**src/rtl/lock_pkg.sv**
```systemverilog
// rtl/lock_pkg.sv - shared state encoding, default timing and helpers for the lock controller
//
// Contents:
//   ST_*          FSM state encoding (3-bit)
//   DEF_*         default timing / sizing values for lock_ctrl parameters
//   err_bump()    saturating increment of the wrong-attempt counter

package lock_pkg;

    localparam logic [2:0] ST_IDLE    = 3'd0;
    localparam logic [2:0] ST_CHECK   = 3'd1;
    localparam logic [2:0] ST_OPEN    = 3'd2;
    localparam logic [2:0] ST_FAIL    = 3'd3;
    localparam logic [2:0] ST_LOCKOUT = 3'd4;

    localparam int DEF_MAX_TRIES      = 3;
    localparam int DEF_UNLOCK_CYCLES  = 50_000_000;
    localparam int DEF_FAIL_CYCLES    = 25_000_000;
    localparam int DEF_LOCKOUT_CYCLES = 250_000_000;
    localparam int DEF_TW             = 28;

    // Counter stops at the limit instead of wrapping back to zero.
    function automatic logic [1:0] err_bump(input logic [1:0] cnt, input logic [1:0] limit);
        return (cnt == limit) ? cnt : cnt + 2'd1;
    endfunction

endpackage

```
**src/rtl/lock_timer.sv**
```systemverilog
// rtl/lock_timer.sv - loadable down-counter that holds at zero
//
// Ports:
//   clk    system clock
//   rst_n  asynchronous active-low reset, clears the count
//   load   load value into the counter this cycle
//   value  count to load (state duration minus one)
//   done   count currently reads zero

module lock_timer #(
    parameter int TW = 28
) (
    input  logic          clk,
    input  logic          rst_n,
    input  logic          load,
    input  logic [TW-1:0] value,
    output logic          done
);

    logic [TW-1:0] cnt;

    always_ff @(posedge clk or negedge rst_n) begin
        if (!rst_n) begin
            cnt <= '0;
        end else if (load) begin
            cnt <= value;
        end else if (cnt != '0) begin
            cnt <= cnt - 1'b1;
        end
    end

    assign done = (cnt == '0);

endmodule

```
**src/rtl/lock_ctrl.sv**
```systemverilog
// rtl/lock_ctrl.sv - code lock controller with retry lockout and password change
//
// Ports:
//   clk         system clock
//   rst_n       asynchronous active-low reset
//   sw[7:0]     entered code / new password
//   enter_trig  pulse: submit sw as an attempt (accepted in IDLE only)
//   set_trig    pulse: store sw as new password (accepted in OPEN only)
//   unlock      door open indication
//   fail        wrong-code indication
//   alarm       lockout indication
//   err_cnt     consecutive wrong attempts
//   busy        controller not in IDLE
//   pwd_set     one-cycle pulse when the password was updated

module lock_ctrl
    import lock_pkg::*;
#(
    parameter logic [7:0] DEFAULT_PWD    = 8'h00,
    parameter int         MAX_TRIES      = DEF_MAX_TRIES,
    parameter int         UNLOCK_CYCLES  = DEF_UNLOCK_CYCLES,
    parameter int         FAIL_CYCLES    = DEF_FAIL_CYCLES,
    parameter int         LOCKOUT_CYCLES = DEF_LOCKOUT_CYCLES,
    parameter int         TW             = DEF_TW
) (
    input  logic       clk,
    input  logic       rst_n,
    input  logic [7:0] sw,
    input  logic       enter_trig,
    input  logic       set_trig,
    output logic       unlock,
    output logic       fail,
    output logic       alarm,
    output logic [1:0] err_cnt,
    output logic       busy,
    output logic       pwd_set
);

    localparam logic [1:0]    MAX_ERR    = 2'(MAX_TRIES);
    localparam logic [TW-1:0] UNLOCK_LD  = TW'(UNLOCK_CYCLES - 1);
    localparam logic [TW-1:0] FAIL_LD    = TW'(FAIL_CYCLES - 1);
    localparam logic [TW-1:0] LOCKOUT_LD = TW'(LOCKOUT_CYCLES - 1);

    logic [2:0]    state;
    logic [2:0]    next_state;
    logic [7:0]    pwd;
    logic [7:0]    attempt;
    logic [1:0]    err_nxt;
    logic [1:0]    err_inc;
    logic          pwd_wr;
    logic          t_load;
    logic [TW-1:0] t_value;
    logic          t_done;

    lock_timer #(
        .TW(TW)
    ) u_timer (
        .clk   (clk),
        .rst_n (rst_n),
        .load  (t_load),
        .value (t_value),
        .done  (t_done)
    );

    assign err_inc = err_bump(err_cnt, MAX_ERR);

    always_comb begin
        next_state = state;
        err_nxt    = err_cnt;
        pwd_wr     = 1'b0;
        t_load     = 1'b0;
        t_value    = '0;
        case (state)
            ST_IDLE: begin
                // enter_trig wins over set_trig here simply because set_trig is ignored in IDLE
                if (enter_trig) begin
                    next_state = ST_CHECK;
                end
            end
            ST_CHECK: begin
                t_load = 1'b1;
                if (attempt == pwd) begin
                    err_nxt    = 2'd0;
                    next_state = ST_OPEN;
                    t_value    = UNLOCK_LD;
                end else begin
                    err_nxt = err_inc;
                    if (err_inc == MAX_ERR) begin
                        next_state = ST_LOCKOUT;
                        t_value    = LOCKOUT_LD;
                    end else begin
                        next_state = ST_FAIL;
                        t_value    = FAIL_LD;
                    end
                end
            end
            ST_OPEN: begin
                if (set_trig) begin
                    // Early exit: zero the timer so it does not keep running in IDLE
                    pwd_wr     = 1'b1;
                    next_state = ST_IDLE;
                    t_load     = 1'b1;
                end else if (t_done) begin
                    next_state = ST_IDLE;
                end
            end
            ST_FAIL: begin
                if (t_done) begin
                    next_state = ST_IDLE;
                end
            end
            ST_LOCKOUT: begin
                if (t_done) begin
                    next_state = ST_IDLE;
                    err_nxt    = 2'd0;
                end
            end
            default: begin
                next_state = ST_IDLE;
            end
        endcase
    end

    // Outputs are registered copies of the decoded next state, so they
    // line up with the state register and are mutually exclusive.
    always_ff @(posedge clk or negedge rst_n) begin
        if (!rst_n) begin
            state   <= ST_IDLE;
            pwd     <= DEFAULT_PWD;
            attempt <= 8'h00;
            err_cnt <= 2'd0;
            unlock  <= 1'b0;
            fail    <= 1'b0;
            alarm   <= 1'b0;
            busy    <= 1'b0;
            pwd_set <= 1'b0;
        end else begin
            state   <= next_state;
            err_cnt <= err_nxt;
            unlock  <= (next_state == ST_OPEN);
            fail    <= (next_state == ST_FAIL);
            alarm   <= (next_state == ST_LOCKOUT);
            busy    <= (next_state != ST_IDLE);
            pwd_set <= pwd_wr;
            if (pwd_wr) begin
                pwd <= sw;
            end
            if (state == ST_IDLE && enter_trig) begin
                attempt <= sw;
            end
        end
    end

endmodule

```
**config.mk**
```make
export PLATFORM = sky130hd
export DESIGN_NAME = lock_ctrl
export DESIGN_NICKNAME = d
export VERILOG_FILES = /design/src/rtl/lock_pkg.sv /design/src/rtl/lock_timer.sv /design/src/rtl/lock_ctrl.sv
export SDC_FILE = /design/constraint.sdc
export NUM_CORES = 1
export LEC_CHECK = 0
export CORE_MARGIN = 1
export CORE_UTILIZATION = 35
export CTS_CLUSTER_DIAMETER = 100
export DETAILED_ROUTE_END_ITERATION = 7
export SYNTH_ARGS = -nofsm -noshare
export SYNTH_HDL_FRONTEND = slang
export SYNTH_SLANG_ARGS = --single-unit
```
**constraint.sdc**
```tcl
create_clock -name clk -period 3.25 [get_ports clk]
set_input_delay 0.65 -clock clk [delete_from_list [all_inputs] [get_ports clk]]
set_output_delay 0.65 -clock clk [all_outputs]
set_load 0.02 [all_outputs]
```
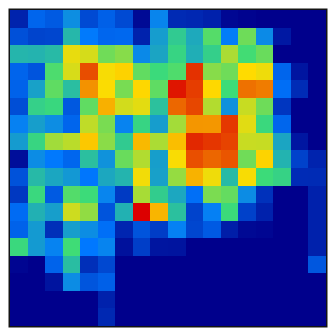
run_1/route_heat.png
18 x 18 tiles, from dark blue (low) to red (high), scaled to the fullest tile. Values are wire area over tile area, all layers added.
The densest ninth of the die: centre. The emptiest ninth of the die: lower right. 25% of the tiles are over half the peak. The mean over all tiles is 0.12. The fullest tile reaches 0.40. 29% of the tiles are nearly empty.
via count: 2169
final WL: 6.41 mm

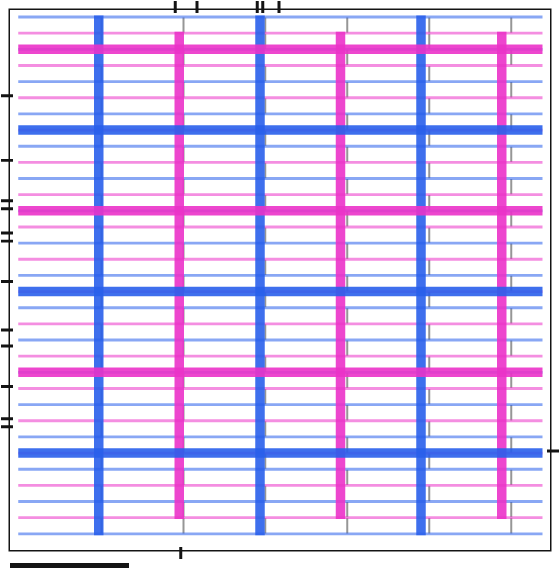
run_1/floorplan.png
Bar = 20 um. Pins as bars on the die edge. Tap cells in grey.
Key: VSS = blue; VDD = magenta
19 signal pins sit on the boundary. 6 straps on met5.
Die Ht: 90.9 um
core box area: 7690 um2
Worst VDD drop: 0.439 mV
Die Width: 90.9 um

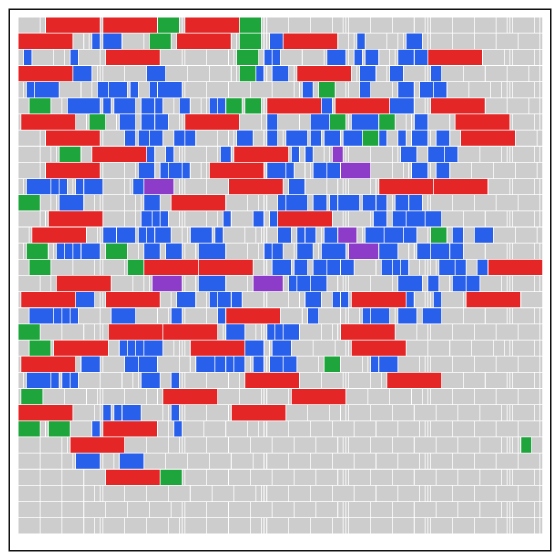
run_1/class_map.png
Fill, decap, tap and diode cells in grey.
Key: remaining buffers and delay cells = green [cells 29, share of their area 8.4%]; clock drivers and dummy loads = purple [cells 7, share of their area 2.7%]; registers = red [cells 54, share of their area 44%]; remaining logic cells = blue [cells 219, share of their area 45%]
Core Rows: 32
cell area after layout: 3190 um2
Final Core Density: 41.6%
Seq area share: 42.3%

==> results.sh, run 1 <==
# source this file to load flow results
export IMPL_status="completed"
export IMPL_clockPowerShare_pct=14.1
export IMPL_die_area_um2=8270
export IMPL_compound_area_share_pct=12.5
export IMPL_path_clk_slew_ps=100
export IMPL_logic_family="simple AND/OR/NAND/NOR gates"
export IMPL_seq_power_share_pct=45.5
export IMPL_setup_viol=0
export IMPL_topCellsByArea="dfrtp_1 (49%), nand2_1 (5.7%), xnor2_1 (5.4%)"
export IMPL_postSynthSeqShare_pct=48.8
export IMPL_remaining_drc_errors=0
export IMPL_h_tree_depth=2
export IMPL_wl_per_cell_um=15.6
export IMPL_synth_seq_cells=54
export IMPL_grt_util_met2_pct=27.3
export IMPL_grtUsageMet1_pct=23.3
export IMPL_most_common_cell="dfrtp_1"
export IMPL_cts_root_buf="clkbuf_8"
export IMPL_simple_gate_share_pct=23.7
export IMPL_syn_avg_cell_area_um2=9.78
export IMPL_syn_inst=283
export IMPL_power_leakage_nw=1.28
export IMPL_yosys_area_um2=2770
export IMPL_use_met3_pct=2.68
export IMPL_critPathCaptureType="flip-flop"
export IMPL_yosys_area_top_type="dfrtp_1"
export IMPL_tightestPinTransition_ps=964
export IMPL_cts_path_max_buffers=2
export IMPL_enable_flop_cells=0
export IMPL_synthTopCellsByCount="dfrtp_1 (54), nand2_1 (42), nor2_1 (21)"
export IMPL_switching_power_w=0.00106
export IMPL_drv_slew=0
export IMPL_firstDrtPassIters=4
export IMPL_cp_data_arrival_time_ps=2900
export IMPL_finClkSkew_ps=4.21
export IMPL_num_antenna_cells=0
export IMPL_cts_setup_buffers=0
export IMPL_nNetsFinal=323
export IMPL_ios=19
export IMPL_gp_congestion=0.837
export IMPL_clkSinkCount=54
export IMPL_ys_sh_xor_pct=7.28
export IMPL_cts_hold_buf=0
export IMPL_reg2reg_setup_slack_ps=600
export IMPL_hold_viol=0
export IMPL_cts_buffers_inserted=5
export IMPL_grt_busiest_layer="met2"
export IMPL_hold_class="in -> async"
run 1: stage by stage:
| step | std cells | cell area, um2 | setup WS, ps | power (W) | utilization, % |
|---|---|---|---|---|---|
| finish | 411 | 3190 | 603 | 0.00269 | 41.6 |
| global route | 411 | 3190 | 522 | 0.00290 | 41.6 |
| CTS | 411 | 3190 | 605 | 0.00271 | 41.6 |
| detailed placement | 404 | 3110 | 616 | 0.00233 | 40.5 |
| global placement | 404 | 3110 | 649 | 0.00231 | 40.5 |
| floorplan | 283 | 2770 | 836 | 0.00199 | - |
run 1: final timing paths:
kind	startpoint	to	cells after the start
min reg2reg	pwd[4]	pwd[4]	2
max	u_timer.cnt[9]	unlock	5
min	rst_n	u_timer.cnt[26]	1
max reg2reg	u_timer.cnt[9]	unlock	5
min in group clk	pwd[4]	pwd[4]	2
max in group asynchronous	rst_n	u_timer.cnt[11]	2
run 1: layer usage:
| layer | part of all wire [%] | wire, um | up-vias |
|---|---|---|---|
| met2 | 48 | 3070 | 32 |
| li1 | - | - | 1074 |
| met4 | 0.94 | 60 | 0 |
| met1 | 49 | 3120 | 1056 |
| met5 | 0 | 0 | - |
| met3 | 2.4 | 156 | 7 |
run 1: cells in the final DEF, fill, tap and decap left out, types with 2 or more instances in the layout:
cell type and instances:
a211oi_1 3, a21o_1 3, a21oi_1 10, a311o_1 2, a31oi_1 7, and3_1 2
and4_1 2, buf_4 11, clkbuf_8 5, clkdlybuf4s50_1 17, dfrtp_1 54, ha_1 2
inv_1 7, mux2_2 8, mux2i_1 3, nand2_1 42, nand2b_1 2, nand3_1 3
nand3b_1 2, nand4_1 2, nand4b_1 2, nor2_1 21, nor2b_1 4, nor3_1 4
nor4_1 10, o2111ai_1 2, o211ai_1 7, o21ai_0 14, o311ai_0 2, or2_2 4
or3_1 7, or4_1 7, or4_4 3, xnor2_1 17, xor2_1 6
run 1: area by class of cell:
type	count	share of cell area (%)
clock buffers	5	2.15
flip-flops and latches	54	42.3
well taps	102	4.00
multi-input cells	212	42.2
inverters	7	0.823
clock inverters	2	0.431
repair buffers	29	8.07
run 1: power by group through the flow:
stage | Combinational (W) | Clock, W | Sequential (W)
5_1_grt | 0.00121 | 0.000420 | 0.00127
4_1_cts | 0.00110 | 0.000391 | 0.00122
3_3_place_gp | 0.00108 | 0 | 0.00122
6_report | 0.00109 | 0.000379 | 0.00122
3_5_place_dp | 0.00109 | 0 | 0.00124
2_1_floorplan | 0.000787 | 0 | 0.00120
run 1: flip-flops by register name (all words and copies together) (netlist names):
| register | count |
|---|---|
| alarm | 1 |
| attempt | 8 |
| busy | 1 |
| err_cnt | 2 |
| fail | 1 |
| pwd | 8 |
| pwd_set | 1 |
| state | 3 |
| u_timer.cnt | 28 |
| unlock | 1 |
run 1: worst max-delay path: cells and delay by family, from the launching register on:
family	cells	cell delay (ps)
flip-flops	1	410
AND/OR/NAND/NOR	3	1650
AND-OR/OR-AND	2	530
run 1: kinds of logic after synthesis:
| logic type | Yosys count |
|---|---|
| flip-flops | 54 |
| adder cells (fa/ha/maj) | 2 |
| AND/OR/NAND/NOR | 122 |
| buffers and inverters | 17 |
| multiplexers | 11 |
| AND-OR/OR-AND | 54 |
| XOR/XNOR | 23 |
--- run 2 (diff from run 1) ---
==> constraint.sdc (replaced) <==
create_clock -name clk -period 2.7 [get_ports clk]
set_input_delay 0.54 -clock clk [delete_from_list [all_inputs] [get_ports clk]]
set_output_delay 0.54 -clock clk [all_outputs]
set_load 0.02 [all_outputs]
==> results.sh, run 2 <==
# source this file to load flow results
export IMPL_status="completed"
export IMPL_enable_flop_cells=0
export IMPL_hold_class="in -> async"
export IMPL_finClkSkew_ps=11.7
export IMPL_synth_seq_cells=54
export IMPL_num_antenna_cells=0
export IMPL_h_tree_depth=2
export IMPL_row_count=32
export IMPL_r2r_end="unlock"
export IMPL_cts_root_buf="clkbuf_8"
export IMPL_die_w_um=90.9
export IMPL_critPathCaptureType="flip-flop"
export IMPL_gp_congestion=0.892
export IMPL_most_common_cell="dfrtp_1"
export IMPL_nNetsFinal=334
export IMPL_firstDrtPassIters=4
export IMPL_cts_path_max_buffers=2
export IMPL_path_clk_slew_ps=100
export IMPL_reg2reg_setup_slack_ps=120
export IMPL_largest_register_ffs=28
export IMPL_synthTopCellsByCount="dfrtp_1 (54), nand2_1 (42), nor2_1 (21)"
export IMPL_clkSinkCount=54
export IMPL_cp_data_arrival_time_ps=2820
export IMPL_topCellsByArea="dfrtp_1 (49%), nand2_1 (5.7%), xnor2_1 (5.4%)"
export IMPL_layout_top_cell="dfrtp_1"
export IMPL_power_leakage_nw=1.34
export IMPL_cts_hold_buf=0
export IMPL_peakVddDrop_mv=0.505
export IMPL_critical_path_top_delay_family="simple AND/OR/NAND/NOR gates"
export IMPL_syn_avg_cell_area_um2=9.78
export IMPL_layout_cells_non_filler=423
export IMPL_cts_setup_buffers=0
export IMPL_r2r_cells=5
export IMPL_final_cell_mix="dfrtp_1 (54), nand2_1 (42), nor2_1 (21), buf_4 (21)"
export IMPL_tightestPinTransition_ps=878
## run 2: area by class of cell
type | count | area [um2] | area share [%]
sequential | 54 | 1350 | 40.7
multi-input combinational | 212 | 1350 | 40.7
timing repair buffer | 40 | 353 | 10.6
tap | 102 | 128 | 3.85
clock buffer | 6 | 72.6 | 2.19
clock inverter | 2 | 37.5 | 1.13
inverter | 7 | 26.3 | 0.792
## run 2: where the power goes
part / total (W) / internal (W) / switching, W
Sequential: 0.00147 / 0.00117 / 0.000308
Clock: 0.000539 / 0.000277 / 0.000262
Combinational: 0.00137 / 0.000663 / 0.000707
## run 2: per-layer routing
metal  vias up  global-route usage [%]  part of all wire, %
met5         -                       0                    0
met4         0                    3.17                 0.74
met3         6                    3.69                  4.5
met2        52                    27.5                   47
met1      1079                    24.4                   48
li1       1091                       -                    -
## run 2: kinds of logic (layout without fill, tap and decap cells)
family	after synthesis	count (layout)	share of synthesized area, %
adder cells (fa/ha/maj)	2	2	0.904
XOR/XNOR	23	23	7.28
buffers and inverters	17	55	2.49
flip-flops	54	54	48.8
multiplexers	11	11	4.34
AND/OR/NAND/NOR	122	122	23.7
AND-OR/OR-AND	54	54	12.5
## run 2: through the flow
stage | power, W | setup WS [ps] | instance area (um2) | util (%)
after CTS | 0.00341 | 133 | 3320 | 43.1
final | 0.00338 | 116 | 3320 | 43.1
after global placement | 0.00282 | 159 | 3210 | 41.7
after floorplan | 0.00239 | 286 | 2770 | -
after detailed placement | 0.00286 | 150 | 3210 | 41.7
after global routing | 0.00366 | 2.09 | 3320 | 43.1
## run 2: worst max path at each step
stage | depth (start not counted) | slack (ps) | to | startpoint
3_5_place_dp | 6 | 150 | u_timer.cnt[22] | u_timer.cnt[9]
2_1_floorplan | 5 | 290 | u_timer.cnt[16] | u_timer.cnt[9]
5_1_grt | 6 | 2 | u_timer.cnt[21] | u_timer.cnt[9]
3_3_place_gp | 7 | 160 | u_timer.cnt[0] | u_timer.cnt[9]
6_report | 5 | 120 | unlock | u_timer.cnt[16]
4_1_cts | 6 | 130 | u_timer.cnt[22] | u_timer.cnt[9]
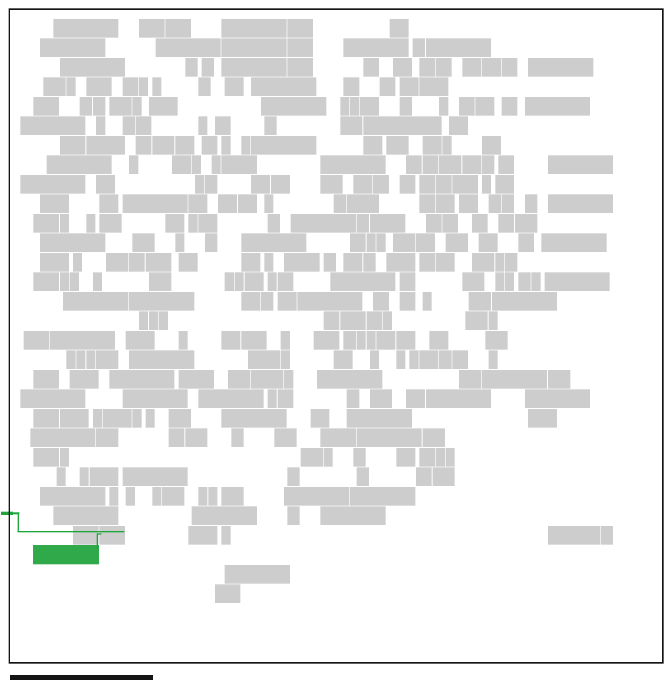
run_2/port_trees.png
Bar = 20 um.
Key: pwd_set = green [bits 1, direction output, edge left, end cells 1, buffers 1, wire 20.5 um]
# port buffers: 18
num ports: 19

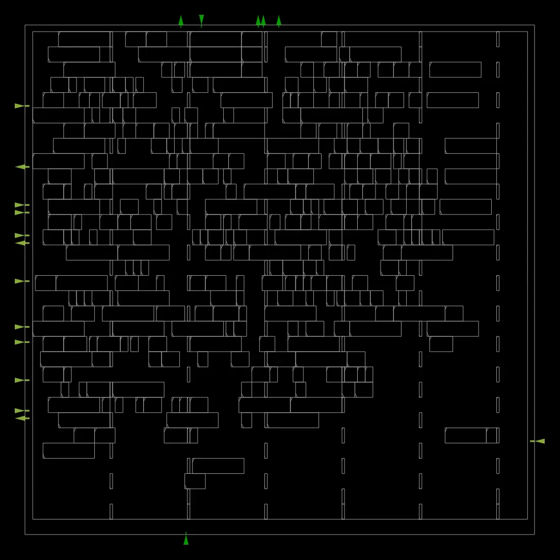
run_2/placed.png
Final Core Density: 43.1%
Seq area share: 40.7%
Fillers: 774
registers: 54
Tapcells: 102

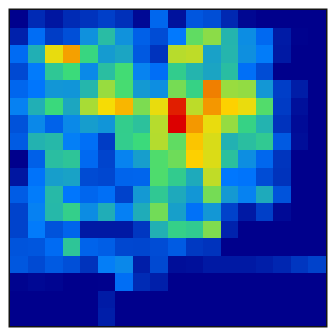
run_2/route_heat.png
18 x 18 tiles, from dark blue (low) to red (high), scaled to the fullest tile. Values are wire area over tile area, all layers added.
27% of the tiles are nearly empty. The emptiest ninth of the die: lower right. The fullest tile reaches 0.53. The mean over all tiles is 0.12. 13% of the tiles are over half the peak.
Total Routing Usage GR: 17.3%
final WL: 6.50 mm
Routed wire per std cell: 15.4 um

--- run 3 (diff from run 2) ---
--- a/config.mk
+++ b/config.mk
@@ -9,6 +9,7 @@
 export CORE_UTILIZATION = 35
 export CTS_CLUSTER_DIAMETER = 100
 export DETAILED_ROUTE_END_ITERATION = 7
+export SLEW_MARGIN = 20
 export SYNTH_ARGS = -nofsm -noshare
 export SYNTH_HDL_FRONTEND = slang
 export SYNTH_SLANG_ARGS = --single-unit
==> results.sh, run 3 <==
# source this file to load flow results
export IMPL_core_area_um2=7690
export IMPL_gp_congestion=0.892
export IMPL_postSynthSeqShare_pct=48.8
export IMPL_cts_path_max_buffers=2
export IMPL_remaining_drc_errors=0
export IMPL_hold_viol=0
export IMPL_crit_path_end="unlock"
export IMPL_syn_inst=283
export IMPL_row_count=32
export IMPL_final_cell_mix="dfrtp_1 (54), nand2_1 (42), nor2_1 (21), buf_4 (21)"
export IMPL_clockPowerShare_pct=15.9
export IMPL_cts_buffers_inserted=5
export IMPL_most_common_cell="dfrtp_1"
export IMPL_yosys_area_top_type="dfrtp_1"
export IMPL_setup_viol=0
export IMPL_ys_types=44
export IMPL_die_w_um=90.9
export IMPL_dpl_worst_slack_ps=150
export IMPL_largest_register_ffs=28
export IMPL_synth_area_um2=2770
export IMPL_synthTopCellsByCount="dfrtp_1 (54), nand2_1 (42), nor2_1 (21)"
export IMPL_synth_seq_cells=54
export IMPL_fin_total_pwr_w=0.00338
export IMPL_switching_power_w=0.00128
export IMPL_reg2reg_setup_slack_ps=120
export IMPL_cts_hold_buf=0
export IMPL_r2r_cells=5
export IMPL_hold_class="in -> async"
export IMPL_syn_avg_cell_area_um2=9.78
export IMPL_nNetsFinal=334
export IMPL_drt_total_wl_mm=6.50
export IMPL_regMostFlops="u_timer.cnt"
export IMPL_final_setup_worst_slack_ps=116
export IMPL_num_vias=2228
export IMPL_status="completed"
export IMPL_ios=19
export IMPL_topCellsByArea="dfrtp_1 (49%), nand2_1 (5.7%), xnor2_1 (5.4%)"
export IMPL_drv_slew=0
export IMPL_r2r_start="u_timer.cnt[16]"
export IMPL_num_antenna_cells=0
export IMPL_layout_top_cell="dfrtp_1"
export IMPL_firstDrtPassIters=4
export IMPL_yosys_area_um2=2770
export IMPL_cts_root_buf="clkbuf_8"
export IMPL_critPathCaptureType="flip-flop"
export IMPL_cp_startpoint="u_timer.cnt[16]"
export IMPL_path_clk_slew_ps=100
export IMPL_tightestPinTransition_ps=878
export IMPL_critPathBufInv=0
export IMPL_finClkSkew_ps=11.7
export IMPL_grt_usage_pct=17.3
export IMPL_dp_hpwl_mm=4.70
export IMPL_critical_path_depth=5
export IMPL_die_area_um2=8270
export IMPL_h_tree_depth=2
export IMPL_power_leakage_nw=1.34
export IMPL_enable_flop_cells=0
export IMPL_r2r_end="unlock"
export IMPL_internal_power_w=0.00211
export IMPL_dieHeight_um=90.9
export IMPL_seq_power_share_pct=43.6
export IMPL_cp_cell_sequence="or4_4 > or4_1 > or3_1 > a311o_1 > a21oi_2"
export IMPL_io_buffers=18
export IMPL_netSwitchingFraction_pct=37.7
export IMPL_wl_per_cell_um=15.4
export IMPL_power_frac_comb_pct=40.5
export IMPL_clkSinkCount=54
export IMPL_cts_setup_buffers=0
export IMPL_reg_top3="u_timer.cnt (28), attempt (8), pwd (8)"
export IMPL_critical_path_top_delay_family="simple AND/OR/NAND/NOR gates"
## run 3: cells by family after synthesis
group	synth area share [%]
buffers and inverters	2.49
xor gates and xnor gates	7.28
and+or+nand+nor	23.7
AOI/OAI and AO/OA	12.5
muxes	4.34
DFF	48.8
adders and majority gates	0.904
## run 3: power groups by stage
stage	Clock, W	Sequential (W)	Combinational (W)
after floorplan	0	0.00145	0.000948
after global placement	0	0.00147	0.00135
after detailed placement	0	0.00149	0.00137
after CTS	0.000559	0.00147	0.00138
after global routing	0.000592	0.00153	0.00154
final	0.000539	0.00147	0.00137
## run 3: metal layers
layer / global-route usage [%] / vias up / share of wire, %
li1: - / 1091 / -
met1: 24.4 / 1079 / 48
met2: 27.5 / 52 / 47
met3: 3.69 / 6 / 4.5
met4: 3.17 / 0 / 0.74
met5: 0 / - / 0
## run 3: layout make-up
cell class | instances | area (um2)
inverter | 7 | 26.3
sequential | 54 | 1350
fill | 774 | 4370
tap | 102 | 128
timing repair buffer | 40 | 353
multi-input combinational | 212 | 1350
clock buffer | 6 | 72.6
clock inverter | 2 | 37.5
## run 3: worst min path at each step
stage	startpoint	to	cells past startpoint
2_1_floorplan	rst_n	alarm	0
3_3_place_gp	pwd[2]	pwd[2]	2
3_5_place_dp	pwd[2]	pwd[2]	2
4_1_cts	rst_n	u_timer.cnt[7]	2
5_1_grt	rst_n	attempt[5]	2
6_report	rst_n	u_timer.cnt[7]	2
## run 3: stage by stage
stage / area [um2] / cells / utilization [%]
floorplan: 2770 / 283 / -
global placement: 3210 / 415 / 41.7
detailed placement: 3210 / 415 / 41.7
CTS: 3320 / 423 / 43.1
global route: 3320 / 423 / 43.1
finish: 3320 / 423 / 43.1
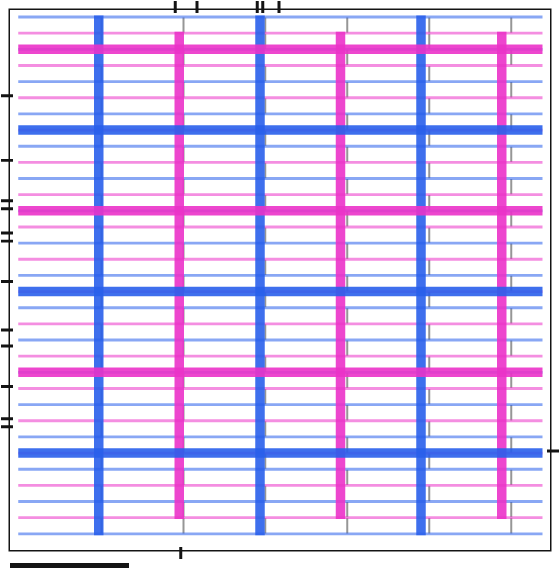
run_3/floorplan.png
Bar = 20 um. Pins as bars on the die edge. Tap cells in grey.
Key: VSS = blue; VDD = magenta
19 signal pins sit on the boundary. 6 straps on met4. 6 straps on met5. The core has 32 rows. 33 met1 rails follow the rows.
Worst VDD drop: 0.505 mV

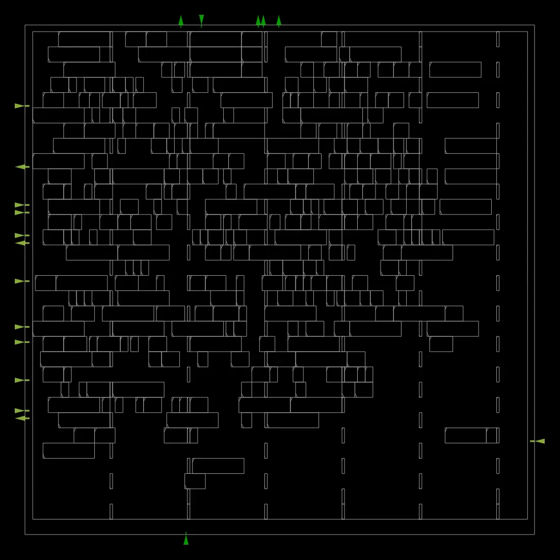
run_3/placed.png
Finished Layout Cells: 423

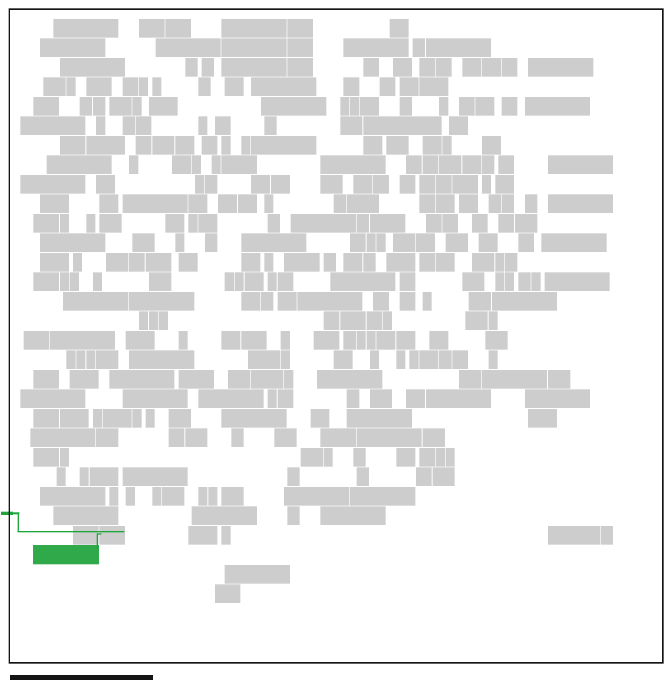
run_3/port_trees.png
Bar = 20 um.
Key: pwd_set = green [bits 1, direction output, edge left, end cells 1, buffers 1, wire 20.5 um]

Power and IR drop assume default switching activity.
